<file path="src/rtl/sign_restore.sv">
// Magnitude + sign back to WL-bit two's complement, clamping out-of-range results.
// Two-stage elastic valid/ready pipeline with a saturating count of clamped outputs.
module sign_restore #(
  parameter int unsigned WL = 8,
  parameter int unsigned CW = 16
) (
  input  logic          clk,
  input  logic          rst_n,
  input  logic          in_valid,
  output logic          in_ready,
  input  logic [WL-1:0] in_mag,
  input  logic          in_sign,
  output logic          out_valid,
  input  logic          out_ready,
  output logic [WL-1:0] out_data,
  output logic          out_sat,
  input  logic          sat_clear,
  output logic [CW-1:0] sat_count
);

  localparam logic [WL-1:0] MaxP   = {1'b0, {(WL-1){1'b1}}};
  localparam logic [WL-1:0] MinN   = {1'b1, {(WL-1){1'b0}}};
  localparam logic [CW-1:0] CntMax = {CW{1'b1}};

  logic          s1_valid_q, s1_valid_d;
  logic [WL-1:0] s1_mag_q;
  logic          s1_sign_q;
  logic          out_valid_q, out_valid_d;
  logic [WL-1:0] out_data_q, out_data_d;
  logic          out_sat_q, out_sat_d;
  logic [CW-1:0] sat_count_q, sat_count_d;

  logic          in_xfer;
  logic          out_xfer;
  logic          s2_load;
  logic [WL-1:0] res_data;
  logic          res_sat;

  // Stage 2 frees up whenever it is empty or its contents leave this cycle.
  assign s2_load  = s1_valid_q && (!out_valid_q || out_ready);
  assign in_ready = !s1_valid_q || !out_valid_q || out_ready;
  assign in_xfer  = in_valid && in_ready;
  assign out_xfer = out_valid_q && out_ready;

  // Stage-2 arithmetic: negate on request, clamp to the representable range.
  always_comb begin
    res_data = s1_mag_q;
    res_sat  = 1'b0;
    if (!s1_sign_q) begin
      if (s1_mag_q > MaxP) begin
        res_data = MaxP;
        res_sat  = 1'b1;
      end
    end else begin
      if (s1_mag_q > MinN) begin
        res_data = MinN;
        res_sat  = 1'b1;
      end else begin
        res_data = ~s1_mag_q + {{(WL-1){1'b0}}, 1'b1};
      end
    end
  end

  always_comb begin
    s1_valid_d = s1_valid_q;
    if (in_xfer) begin
      s1_valid_d = 1'b1;
    end else if (s2_load) begin
      s1_valid_d = 1'b0;
    end
  end

  always_comb begin
    out_valid_d = out_valid_q;
    out_data_d  = out_data_q;
    out_sat_d   = out_sat_q;
    if (s2_load) begin
      out_valid_d = 1'b1;
      out_data_d  = res_data;
      out_sat_d   = res_sat;
    end else if (out_xfer) begin
      out_valid_d = 1'b0;
    end
  end

  // Clear wins over a same-cycle increment; the count sticks at all-ones.
  always_comb begin
    sat_count_d = sat_count_q;
    if (sat_clear) begin
      sat_count_d = '0;
    end else if (out_xfer && out_sat_q && (sat_count_q != CntMax)) begin
      sat_count_d = sat_count_q + {{(CW-1){1'b0}}, 1'b1};
    end
  end

  always_ff @(posedge clk or negedge rst_n) begin
    if (!rst_n) begin
      s1_valid_q <= 1'b0;
      s1_mag_q   <= '0;
      s1_sign_q  <= 1'b0;
    end else begin
      s1_valid_q <= s1_valid_d;
      if (in_xfer) begin
        s1_mag_q  <= in_mag;
        s1_sign_q <= in_sign;
      end
    end
  end

  always_ff @(posedge clk or negedge rst_n) begin
    if (!rst_n) begin
      out_valid_q <= 1'b0;
      out_data_q  <= '0;
      out_sat_q   <= 1'b0;
      sat_count_q <= '0;
    end else begin
      out_valid_q <= out_valid_d;
      out_data_q  <= out_data_d;
      out_sat_q   <= out_sat_d;
      sat_count_q <= sat_count_d;
    end
  end

  assign out_valid = out_valid_q;
  assign out_data  = out_data_q;
  assign out_sat   = out_sat_q;
  assign sat_count = sat_count_q;

endmodule

</file>
<file path="config.mk">
export PLATFORM = sky130hd
export DESIGN_NAME = sign_restore
export DESIGN_NICKNAME = d
export VERILOG_FILES = /design/src/rtl/sign_restore.sv
export SDC_FILE = /design/constraint.sdc
export NUM_CORES = 1
export LEC_CHECK = 0
export CAP_MARGIN = 20
export CORE_MARGIN = 2
export CORE_UTILIZATION = 55
export CTS_CLUSTER_SIZE = 14
export DETAILED_ROUTE_END_ITERATION = 10
export GPL_TIMING_DRIVEN = 0
export PLACE_DENSITY = 0.94
export SLEW_MARGIN = 20
export SYNTH_ARGS = -nofsm -noshare
export SYNTH_HDL_FRONTEND = slang
export SYNTH_SLANG_ARGS = --single-unit
export TNS_END_PERCENT = 5
</file>
<file path="constraint.sdc">
create_clock -name clk -period 4.4 [get_ports clk]
set_input_delay 0.66 -clock clk [delete_from_list [all_inputs] [get_ports clk]]
set_output_delay 0.66 -clock clk [all_outputs]
set_load 0.05 [all_outputs]
</file>
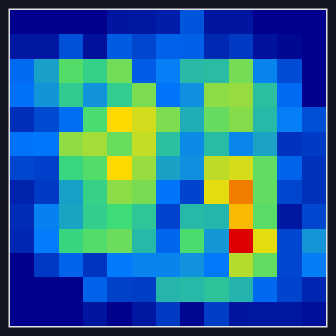
**Above:** wire density map.
The die is cut into 13 by 13 equal tiles; dark blue is low, red is high, scaled to the fullest tile. Values are wire area over tile area, all layers added.
- densest ninth of the die: middle
- emptiest ninth of the die: bottom left
- tiles over half the peak: 22%
- fullest tile: 0.60
- mean over tiles: 0.17
per-cell routed wire length: 14.5 microns
Tot GR Track Use: 24.0%
total routed wirelength: 4340 microns
DR vias: 1791

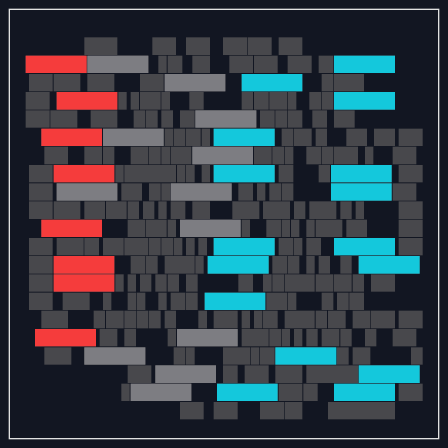
**Above:** sequential cells coloured by netlist name.
- red: `s1_mag_q` (placed flops 8)
- cyan: `sat_count` (placed flops 16)
Core Util, Final: 74.1%
flip-flop and latch share of the layout cell area: 35.9%
power of the sequential group: 0.401 mW

==> flow_metrics.rpt <==
RUN METRICS
----------------------------------------------------
[Yosys]
  Prevailing logic family in the synthesized netlist ........................ simple AND/OR/NAND/NOR gates
  Most repeated cell in the gate-level netlist after synthesis ........................ sky130_fd_sc_hd__dfrtp_1
  Top cells by area in the synthesized netlist ........................ sky130_fd_sc_hd__dfrtp_1 (46%), sky130_fd_sc_hd__mux2_2 (5.1%), sky130_fd_sc_hd__a21oi_1 (3.8%)
  Commonest register cell after synthesis ........................ sky130_fd_sc_hd__dfrtp_1
  Fraction of the mapped netlist area in compound gates ........................ approximately 17%
  Yosys Instances ........................ 205
  Number of register bits inferred by synthesis ........................ 36
  Most frequent cells after synthesis ........................ sky130_fd_sc_hd__dfrtp_1 (36), sky130_fd_sc_hd__a21oi_1 (15), sky130_fd_sc_hd__nand2_1 (15), sky130_fd_sc_hd__nor2_1 (15), sky130_fd_sc_hd__nand3_1 (11)
  Simple-gate portion of the synthesized area ........................ about 25%
  Cell type contributing the most total cell area after synthesis ........................ sky130_fd_sc_hd__dfrtp_1
  Sequential cell area fraction in the yosys report ........................ a little under half
  Post-synthesis instance area ........................ 1970 sq um
  Chip Area, Yosys ........................ around 2000 sq um
  Adder-cell share of the synthesized area ........................ about 1.3%
  Synth Area in XOR/XNOR ........................ 0%
  Largest type area fraction ........................ a little under half
  Mean post-synth cell area ........................ roughly 9.6 sq um
  Fraction of registers with async set/reset ........................ 100%
  Distinct cell type count of the synthesized netlist ........................ approximately 45

[Worst setup path]
  Highest fanout seen on the critical path ........................ 4
  Data required time of the worst path ........................ approximately 3700 ps
  Worst setup endpoint ........................ in_ready
  Worst path max stage delay ........................ approximately 820 ps
  Levels on crit path ........................ 3
  Crit Path Category ........................ primary input to output port
  Slowest cell on the critical path ........................ sky130_fd_sc_hd__clkdlybuf4s50_1
  Reg2reg path depth ........................ 6
  Buffers and inverters on the worst path ........................ 2
  Startpoint Class ........................ primary input
  Nature of the critical path endpoint ........................ output port
  Startpoint of the worst-slack reg-to-reg timing path ........................ s1_mag_q[0]$_DFFE_PN0P_
  Worst path most repeated cell ........................ sky130_fd_sc_hd__clkdlybuf4s50_1
  Setup slack of the worst register-to-register path ........................ 2340 ps
  Kind of cell adding the most delay to the critical path ........................ buffers and inverters
  Ordered cell list for the critical path ........................ clkdlybuf4s50_1 -> nand3b_1 -> clkdlybuf4s50_1

[Clock network]
  Clk latency late pin ........................ roughly 350 ps
  Hold_buf cts ........................ 0
  Clock-pin slew on the worst setup and hold paths ........................ around 110 ps
  Cells resized by post-CTS repair ........................ 0
  TritonCTS clock tree ........................ yes
  Deepest level of the CTS H-tree ........................ 2
  Number of buffers created by CTS ........................ 5
  Setup Fix Bufs, Post-CTS ........................ 0
  Number of sinks on the clock net ........................ 36

[Global route]
  Antenna violations before repair ........................ 0
  Pin count of the biggest net entering global routing ........................ 24
  Via count of the first global-routing pass ........................ 1697
  Global-route wire length before repair ........................ roughly 7600 microns

[Timing]
  Total negative slack for setup checks ........................ 0 ps
  Post-layout period usage of the worst path ........................ between 60% and 70%
  Unrepaired setup endpoints after global routing ........................ false
  Max-slew violation total from the final report ........................ 0
  Time the final worst path needs with I/O delays and setup ........................ around 2800 ps

[Layout]
  Final-layout fill cell count ........................ about 250
  Layout cell share with drive strength beyond 1 ........................ 9.84%
  Logic area ........................ between 1000 and 1500 sq um
  Register cell area after layout ........................ 901 sq um
  Net total in the final layout ........................ 269
  Most frequently placed logic cells in the final layout ........................ sky130_fd_sc_hd__clkdlybuf4s50_1 (39), sky130_fd_sc_hd__dfrtp_1 (36), sky130_fd_sc_hd__nand2_1 (15), sky130_fd_sc_hd__nor2_1 (15), sky130_fd_sc_hd__a21oi_1 (15)
  Most common cell after layout, fill and taps aside ........................ sky130_fd_sc_hd__clkdlybuf4s50_1

[Pwr]
  Leak Pwr ........................ ~0.98 nW
  Comb pwr ........................ 0.277 mW
  Cell-internal power ........................ between 0.5 and 0.6 mW
  Part of the power in the clock network ........................ a little over a fifth
  Ratio of total power to cell area ........................ between 300 and 400 nW/um^2
  Portion of total power attributed to combinational logic ........................ 31.9%
  Switching pwr ........................ roughly 0.32 mW
  Sequential power share ........................ between 40% and 50%
  Clk pwr ........................ 0.191 mW
  VDD IR-drop max ........................ around 280 uV

[Floorplan]
  Initial standard-cell utilization of the core ........................ 58.2%
  X dimension of the die ........................ 63.9 microns
  Vertical die dimension ........................ 63.9 microns
  Chip area ........................ ~4100 sq um
  Boundary pin count ........................ 41
  Std-Cell Core Area ........................ about 3400 sq um
  Number of rows created at floorplan ........................ 21

[Route]
  Antenna violation net count after detailed routing ........................ 0
  Routed vias/inst ........................ between 5 and 6
  Count of unresolved DRC violations after routing ........................ 0
  Violation tally from detailed-route iteration zero ........................ 153

[Outcome]
  Result of the run ........................ finished, final reports clean

[Hold path]
  Type of the most critical hold path ........................ primary input to async pin

[Placement]
  Dpl hpwl ........................ 3240 microns
  IO Port Bufs ........................ 40

[Job]
  Number of maximum-capacitance constraint violations ........................ 0

----------------------------------------------------
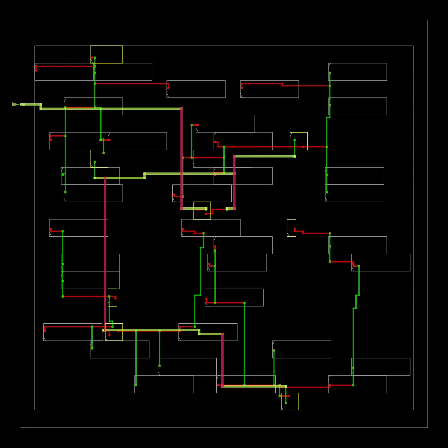
**Above:** the clock network.
Clock Buffer Count: 8
worst-case clock skew: 8.93 ps

cell families after synthesis:
kind of cell	count (synthesis)
and+or+nand+nor	86
adders and majority gates	2
muxes	13
DFF	36
AOI/OAI and AO/OA	52
buffers and inverters	16
metal layers:
metal  vias to the layer above  track usage (%)  share of wire, %
met1                       855             27.5                40
li1                        864                -                 -
met2                        61             41.4                53
met3                        11             7.04               5.9
met4                         0             10.1               1.5
met5                         -                0                 0
worst min-delay path by stage:
stage	from	slack [ps]	endpoint
finish	rst_n	200	sat_count[0]$_DFFE_PN0P_
global route	rst_n	210	sat_count[0]$_DFFE_PN0P_
CTS	rst_n	200	sat_count[0]$_DFFE_PN0P_
detailed placement	out_data[3]$_DFFE_PN0P_	480	out_data[3]$_DFFE_PN0P_
global placement	out_data[1]$_DFFE_PN0P_	480	out_data[1]$_DFFE_PN0P_
floorplan	rst_n	360	out_data[0]$_DFFE_PN0P_
registers in the layout, summed over array words and instances, names as in the netlist:
| signal | cells |
|---|---|
| out_valid | 1 |
| s1_mag_q | 8 |
| out_sat | 1 |
| out_data | 8 |
| s1_valid_q | 1 |
| s1_sign_q | 1 |
| sat_count | 16 |
cell type report:
cell class	instances	area share (%)
sequential	36	35.9
tap	46	2.29
timing repair buffer	41	16.8
inverter	7	1.05
clock buffer	8	2.34
multi-input combinational	153	40.2
buffer	9	1.44
stage by stage:
step	setup slack, ps	std cells	power [mW]	cell area [sq um]	hold slack, ps
finish	1580	300	0.870	2510	201
global route	1520	300	0.915	2510	206
CTS	1580	300	0.874	2510	202
detailed placement	1590	292	0.684	2450	484
global placement	1580	291	0.674	2430	476
floorplan	2270	205	0.584	1970	364
Power is estimated from default activity; no workload was simulated.
